Figure 1. Close-up of the layout.
Window x 57 to 87, y 86 to 116 µm. Cells in grey, sequential cells in the stronger grey; small squares are vias.
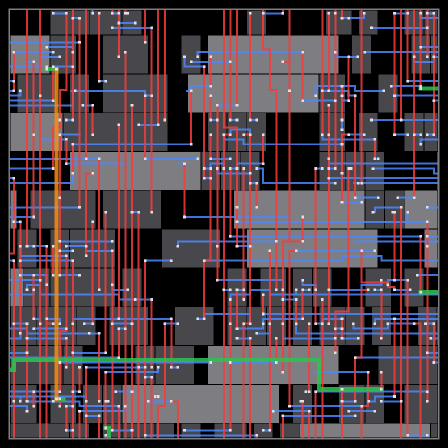
Figure 2. Routing congestion map.
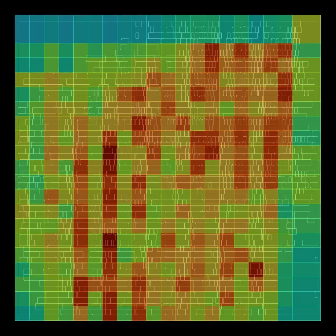
Figure 3. Metal layers overlaid.
(2 px per µm) Two of the layers only.
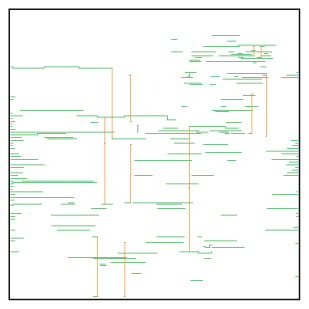
Figure 4. Gate-type map.
(3 px per µm)
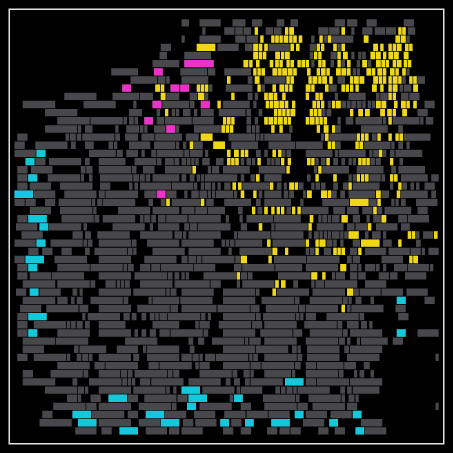
### src/rtl/regfile_writeback_arbiter_pkg.sv
// Shared widths, types and helpers for the register-file write-back front end.
package regfile_writeback_arbiter_pkg;

    localparam int XLEN     = 32;
    localparam int RAW      = 5;
    localparam int NUM_REGS = 2 ** RAW;
    localparam int DEPTH    = 4;

    typedef logic [RAW-1:0]  reg_addr_t;
    typedef logic [XLEN-1:0] xword_t;

    typedef struct packed {
        reg_addr_t rd;
        xword_t    data;
        logic      dvalid;
    } lq_entry_t;

    // x0 is hardwired, so it can never be busy.
    function automatic logic reg_busy(input logic [NUM_REGS-1:0] busy, input reg_addr_t r);
        return (r != '0) && busy[r];
    endfunction

endpackage

### src/rtl/regfile_writeback_arbiter_if.sv
// Pipeline-facing signals of the write-back arbiter: execute, load issue/return, decode, file port.
interface regfile_writeback_arbiter_if;
    import regfile_writeback_arbiter_pkg::*;

    logic      ex_we;
    reg_addr_t ex_rd;
    xword_t    ex_wd;
    logic      ld_issue;
    reg_addr_t ld_rd;
    logic      ld_ready;
    logic      mem_valid;
    xword_t    mem_rdata;
    reg_addr_t dec_rs1;
    reg_addr_t dec_rs2;
    reg_addr_t dec_rd;
    logic      hazard;
    logic      rf_we;
    reg_addr_t rf_a3;
    xword_t    rf_wd;
    reg_addr_t pend_cnt;
    logic      err;

    modport master (
        output ex_we, ex_rd, ex_wd, ld_issue, ld_rd, mem_valid, mem_rdata,
               dec_rs1, dec_rs2, dec_rd,
        input  ld_ready, hazard, rf_we, rf_a3, rf_wd, pend_cnt, err
    );

    modport slave (
        input  ex_we, ex_rd, ex_wd, ld_issue, ld_rd, mem_valid, mem_rdata,
               dec_rs1, dec_rs2, dec_rd,
        output ld_ready, hazard, rf_we, rf_a3, rf_wd, pend_cnt, err
    );

endinterface

### src/rtl/regfile_writeback_arbiter_load_queue.sv
// In-order load queue: issue (wr), response (rsp) and drain (rd) pointers with an extra wrap bit.
module regfile_writeback_arbiter_load_queue
    import regfile_writeback_arbiter_pkg::*;
#(
    parameter int QDEPTH = DEPTH
) (
    input  logic                       CLK,
    input  logic                       RST,
    input  logic                       push,
    input  reg_addr_t                  push_rd,
    input  logic                       rsp_valid,
    input  xword_t                     rsp_data,
    input  logic                       pop,
    output logic                       ready,
    output logic                       rsp_stray,
    output lq_entry_t                  head,
    output logic [$clog2(QDEPTH):0]    count
);

    localparam int IDX_W = $clog2(QDEPTH);
    typedef logic [IDX_W:0] ptr_t;

    ptr_t               wr_ptr, rsp_ptr, rd_ptr;
    reg_addr_t          slot_rd   [QDEPTH];
    xword_t             slot_data [QDEPTH];
    logic [QDEPTH-1:0]  dvalid;
    logic [IDX_W-1:0]   widx, ridx, hidx;
    logic               do_push, do_rsp, do_pop;

    assign widx = wr_ptr[IDX_W-1:0];
    assign ridx = rsp_ptr[IDX_W-1:0];
    assign hidx = rd_ptr[IDX_W-1:0];

    assign count     = wr_ptr - rd_ptr;
    assign ready     = (count != ptr_t'(QDEPTH));
    // A response with every issued load already answered has no owner.
    assign rsp_stray = rsp_valid && (rsp_ptr == wr_ptr);

    assign do_push = push && ready;
    assign do_rsp  = rsp_valid && !rsp_stray;
    assign head    = '{rd: slot_rd[hidx], data: slot_data[hidx],
                       dvalid: (rd_ptr != wr_ptr) && dvalid[hidx]};
    assign do_pop  = pop && head.dvalid;

    // NOTE: sequential state uses non-blocking assignments so every flop samples pre-edge values.
    always_ff @(posedge CLK or negedge RST) begin
        if (!RST) begin
            wr_ptr  <= '0;
            rsp_ptr <= '0;
            rd_ptr  <= '0;
            dvalid  <= '0;
        end else begin
            if (do_push) begin
                dvalid[widx] <= 1'b0;
                wr_ptr       <= wr_ptr + ptr_t'(1);
            end
            if (do_rsp) begin
                dvalid[ridx] <= 1'b1;
                rsp_ptr      <= rsp_ptr + ptr_t'(1);
            end
            if (do_pop) begin
                rd_ptr <= rd_ptr + ptr_t'(1);
            end
        end
    end

    // NOTE: payload storage has no reset; the pointers and dvalid decide what is meaningful.
    always_ff @(posedge CLK) begin
        if (do_push) slot_rd[widx]   <= push_rd;
        if (do_rsp)  slot_data[ridx] <= rsp_data;
    end

endmodule

### src/rtl/regfile_writeback_arbiter.sv
// Register-file write-port arbiter: execute beats load drain; scoreboard of pending load targets.
module regfile_writeback_arbiter
    import regfile_writeback_arbiter_pkg::*;
(
    input  logic                        CLK,
    input  logic                        RST,
    regfile_writeback_arbiter_if.slave  bus
);

    lq_entry_t              head;
    logic                   ready, rsp_stray, pop, ex_hit, push_ok;
    logic [$clog2(DEPTH):0] count;
    logic [NUM_REGS-1:0]    busy;
    logic                   err_q;

    regfile_writeback_arbiter_load_queue #(.QDEPTH(DEPTH)) u_queue (
        .CLK       (CLK),
        .RST       (RST),
        .push      (bus.ld_issue),
        .push_rd   (bus.ld_rd),
        .rsp_valid (bus.mem_valid),
        .rsp_data  (bus.mem_rdata),
        .pop       (pop),
        .ready     (ready),
        .rsp_stray (rsp_stray),
        .head      (head),
        .count     (count)
    );

    assign push_ok = bus.ld_issue && ready;

    // NOTE: every output of this block gets a default first, so no path can infer a latch.
    always_comb begin
        ex_hit     = RST && bus.ex_we && (bus.ex_rd != '0);
        pop        = 1'b0;
        bus.rf_we  = 1'b0;
        bus.rf_a3  = '0;
        bus.rf_wd  = '0;
        if (ex_hit) begin
            bus.rf_we = 1'b1;
            bus.rf_a3 = bus.ex_rd;
            bus.rf_wd = bus.ex_wd;
        end else if (head.dvalid) begin
            pop       = 1'b1;
            bus.rf_we = (head.rd != '0);
            bus.rf_a3 = head.rd;
            bus.rf_wd = head.data;
        end
    end

    always_ff @(posedge CLK or negedge RST) begin
        if (!RST) begin
            busy  <= '0;
            err_q <= 1'b0;
        end else begin
            if (pop) busy[head.rd] <= 1'b0;
            // Placed after the clear so a same-cycle set on the same register wins.
            if (push_ok && (bus.ld_rd != '0)) busy[bus.ld_rd] <= 1'b1;
            if (rsp_stray) err_q <= 1'b1;
        end
    end

    assign bus.hazard   = reg_busy(busy, bus.dec_rs1) | reg_busy(busy, bus.dec_rs2)
                        | reg_busy(busy, bus.dec_rd);
    assign bus.ld_ready = ready;
    assign bus.pend_cnt = reg_addr_t'(count);
    assign bus.err      = err_q;

endmodule
### src/flat_wrapper.sv
// flat-port wrapper written by rule: the top's interface ports become plain ports
module regfile_writeback_arbiter_flat import regfile_writeback_arbiter_pkg::*;
  (CLK, RST, bus_ex_we, bus_ex_rd, bus_ex_wd, bus_ld_issue, bus_ld_rd, bus_mem_valid, bus_mem_rdata, bus_dec_rs1, bus_dec_rs2, bus_dec_rd, bus_ld_ready, bus_hazard, bus_rf_we, bus_rf_a3, bus_rf_wd, bus_pend_cnt, bus_err);
  regfile_writeback_arbiter_if bus_i ();
  input  logic CLK;
  input  logic RST;
  input wire logic [$bits(bus_i.ex_we)-1:0] bus_ex_we;
  input wire logic [$bits(bus_i.ex_rd)-1:0] bus_ex_rd;
  input wire logic [$bits(bus_i.ex_wd)-1:0] bus_ex_wd;
  input wire logic [$bits(bus_i.ld_issue)-1:0] bus_ld_issue;
  input wire logic [$bits(bus_i.ld_rd)-1:0] bus_ld_rd;
  input wire logic [$bits(bus_i.mem_valid)-1:0] bus_mem_valid;
  input wire logic [$bits(bus_i.mem_rdata)-1:0] bus_mem_rdata;
  input wire logic [$bits(bus_i.dec_rs1)-1:0] bus_dec_rs1;
  input wire logic [$bits(bus_i.dec_rs2)-1:0] bus_dec_rs2;
  input wire logic [$bits(bus_i.dec_rd)-1:0] bus_dec_rd;
  output wire logic [$bits(bus_i.ld_ready)-1:0] bus_ld_ready;
  output wire logic [$bits(bus_i.hazard)-1:0] bus_hazard;
  output wire logic [$bits(bus_i.rf_we)-1:0] bus_rf_we;
  output wire logic [$bits(bus_i.rf_a3)-1:0] bus_rf_a3;
  output wire logic [$bits(bus_i.rf_wd)-1:0] bus_rf_wd;
  output wire logic [$bits(bus_i.pend_cnt)-1:0] bus_pend_cnt;
  output wire logic [$bits(bus_i.err)-1:0] bus_err;
  assign bus_i.ex_we = bus_ex_we;
  assign bus_i.ex_rd = bus_ex_rd;
  assign bus_i.ex_wd = bus_ex_wd;
  assign bus_i.ld_issue = bus_ld_issue;
  assign bus_i.ld_rd = bus_ld_rd;
  assign bus_i.mem_valid = bus_mem_valid;
  assign bus_i.mem_rdata = bus_mem_rdata;
  assign bus_i.dec_rs1 = bus_dec_rs1;
  assign bus_i.dec_rs2 = bus_dec_rs2;
  assign bus_i.dec_rd = bus_dec_rd;
  assign bus_ld_ready = bus_i.ld_ready;
  assign bus_hazard = bus_i.hazard;
  assign bus_rf_we = bus_i.rf_we;
  assign bus_rf_a3 = bus_i.rf_a3;
  assign bus_rf_wd = bus_i.rf_wd;
  assign bus_pend_cnt = bus_i.pend_cnt;
  assign bus_err = bus_i.err;
  regfile_writeback_arbiter u_core (.CLK(CLK), .RST(RST), .bus(bus_i));
endmodule
### config.mk
export PLATFORM = sky130hd
export DESIGN_NAME = regfile_writeback_arbiter_flat
export DESIGN_NICKNAME = d
export VERILOG_FILES = /design/src/rtl/regfile_writeback_arbiter_pkg.sv /design/src/rtl/regfile_writeback_arbiter_if.sv /design/src/rtl/regfile_writeback_arbiter_load_queue.sv /design/src/rtl/regfile_writeback_arbiter.sv /design/src/flat_wrapper.sv
export SDC_FILE = /design/constraint.sdc
export NUM_CORES = 1
export LEC_CHECK = 0
export ABC_AREA = 1
export CAP_MARGIN = 10
export CORE_UTILIZATION = 47
export CTS_CLUSTER_SIZE = 24
export DETAILED_ROUTE_END_ITERATION = 8
export PLACE_DENSITY = 0.71
export SYNTH_ARGS = -nofsm -noshare
export SYNTH_HDL_FRONTEND = slang
export SYNTH_SLANG_ARGS = --single-unit
export TNS_END_PERCENT = 30
### constraint.sdc
create_clock -name CLK -period 2.9 [get_ports CLK]
set_input_delay 0.58 -clock CLK [delete_from_list [all_inputs] [get_ports CLK]]
set_output_delay 0.58 -clock CLK [all_outputs]
set_load 0.1 [all_outputs]
==> impl_report.txt <==
=== SYNTHESIS / PLACE & ROUTE SUMMARY ===
----------------------------------------------------
[Final timing]
  Final WS setup ........................ -10.35 ps
  Final setup violation count ........................ 6
  Post-route worst hold slack ........................ 250.2 ps
  Number of hold-slack violations in the final timing report ........................ 0

[Placed design]
  Total of buffers placed on input and output ports ........................ 137
  Cell area reported after detailed placement ........................ 11800 µm²

[Layout]
  N_diodes ........................ 0
  Relative area of clock buffers and inverters in the final design ........................ 4.558%

[Outcome]
  Failing checks ........................ setup timing
  Outcome ........................ complete, but fails checks

[CTS]
  Clock buffers created by TritonCTS ........................ 17
  Post-cts hold buffer count ........................ 0

[Die]
  Core footprint ........................ 19650 µm²

[Critical path]
  Kind of end point of the critical path ........................ output pin
  Worst setup path endpoint ........................ bus_rf_wd[28]

[Synthesis]
  Post-synth top area share ........................ 46.65%
  Post-synthesis async set-or-reset flop share ........................ 23.71%
  Adder-cell share of the synthesized area ........................ 1.655%
  Ys Warns ........................ 0
  Sequential-to-total area share from yosys stat ........................ 58.73%

[Detailed routing]
  Highest signal layer in the routed design ........................ met4

----------------------------------------------------
Notes on Figure 1 above:
[orange] met4
[blue] met1
[red] met2
[green] met3
sequential cells in the window: 7
cells with their middle in the window: 80
most frequent: nand2_1 (21), inv_1 (17), o21ai_1 (9)
netlist names of flops here include: u_core.busy (5)

Notes on Figure 2 above:
most crowded layer after global routing: met2
global-route total usage across every layer: 23.82%

Notes on Figure 3 above:
[orange] met4 | wire length: 311 µm
[green] met3 | wire length: 1660 µm
detailed-route wire length: 24660 µm
total via count after detailed routing: 7787
average wire per standard cell: 17.02 µm

Notes on Figure 4 above:
[magenta] XOR/XNOR gates | cells: 10
[yellow] NAND gates | cells: 316
[cyan] AND-OR and OR-AND gates | cells: 32
Comb/total area: 27.40%
fin cells: 1449

-- timing repair --
| action | 4_1_cts | 5_1_grt |
|---|---|---|
| pin swaps | 0 | 4 |
| setup endpoints to repair | 37 | 37 |
| cloned | 2 | 3 |
| setup buffers | 3 | 18 |
| gates resized | 3 | 36 |
-- cell usage in the layout (no fill, tap or decap), drive strengths merged, types with 6 or more instances in the layout --
cell	instances
nand2	241
edfxtp	148
o21ai	118
nor2	112
inv	107
buf	96
clkdlybuf4s50	91
nand3	73
dfrtp	46
o22ai	34
a22o	32
clkbuf	20
ha	11
nor3	10
o211ai	7
xor2	6
clkinv	6
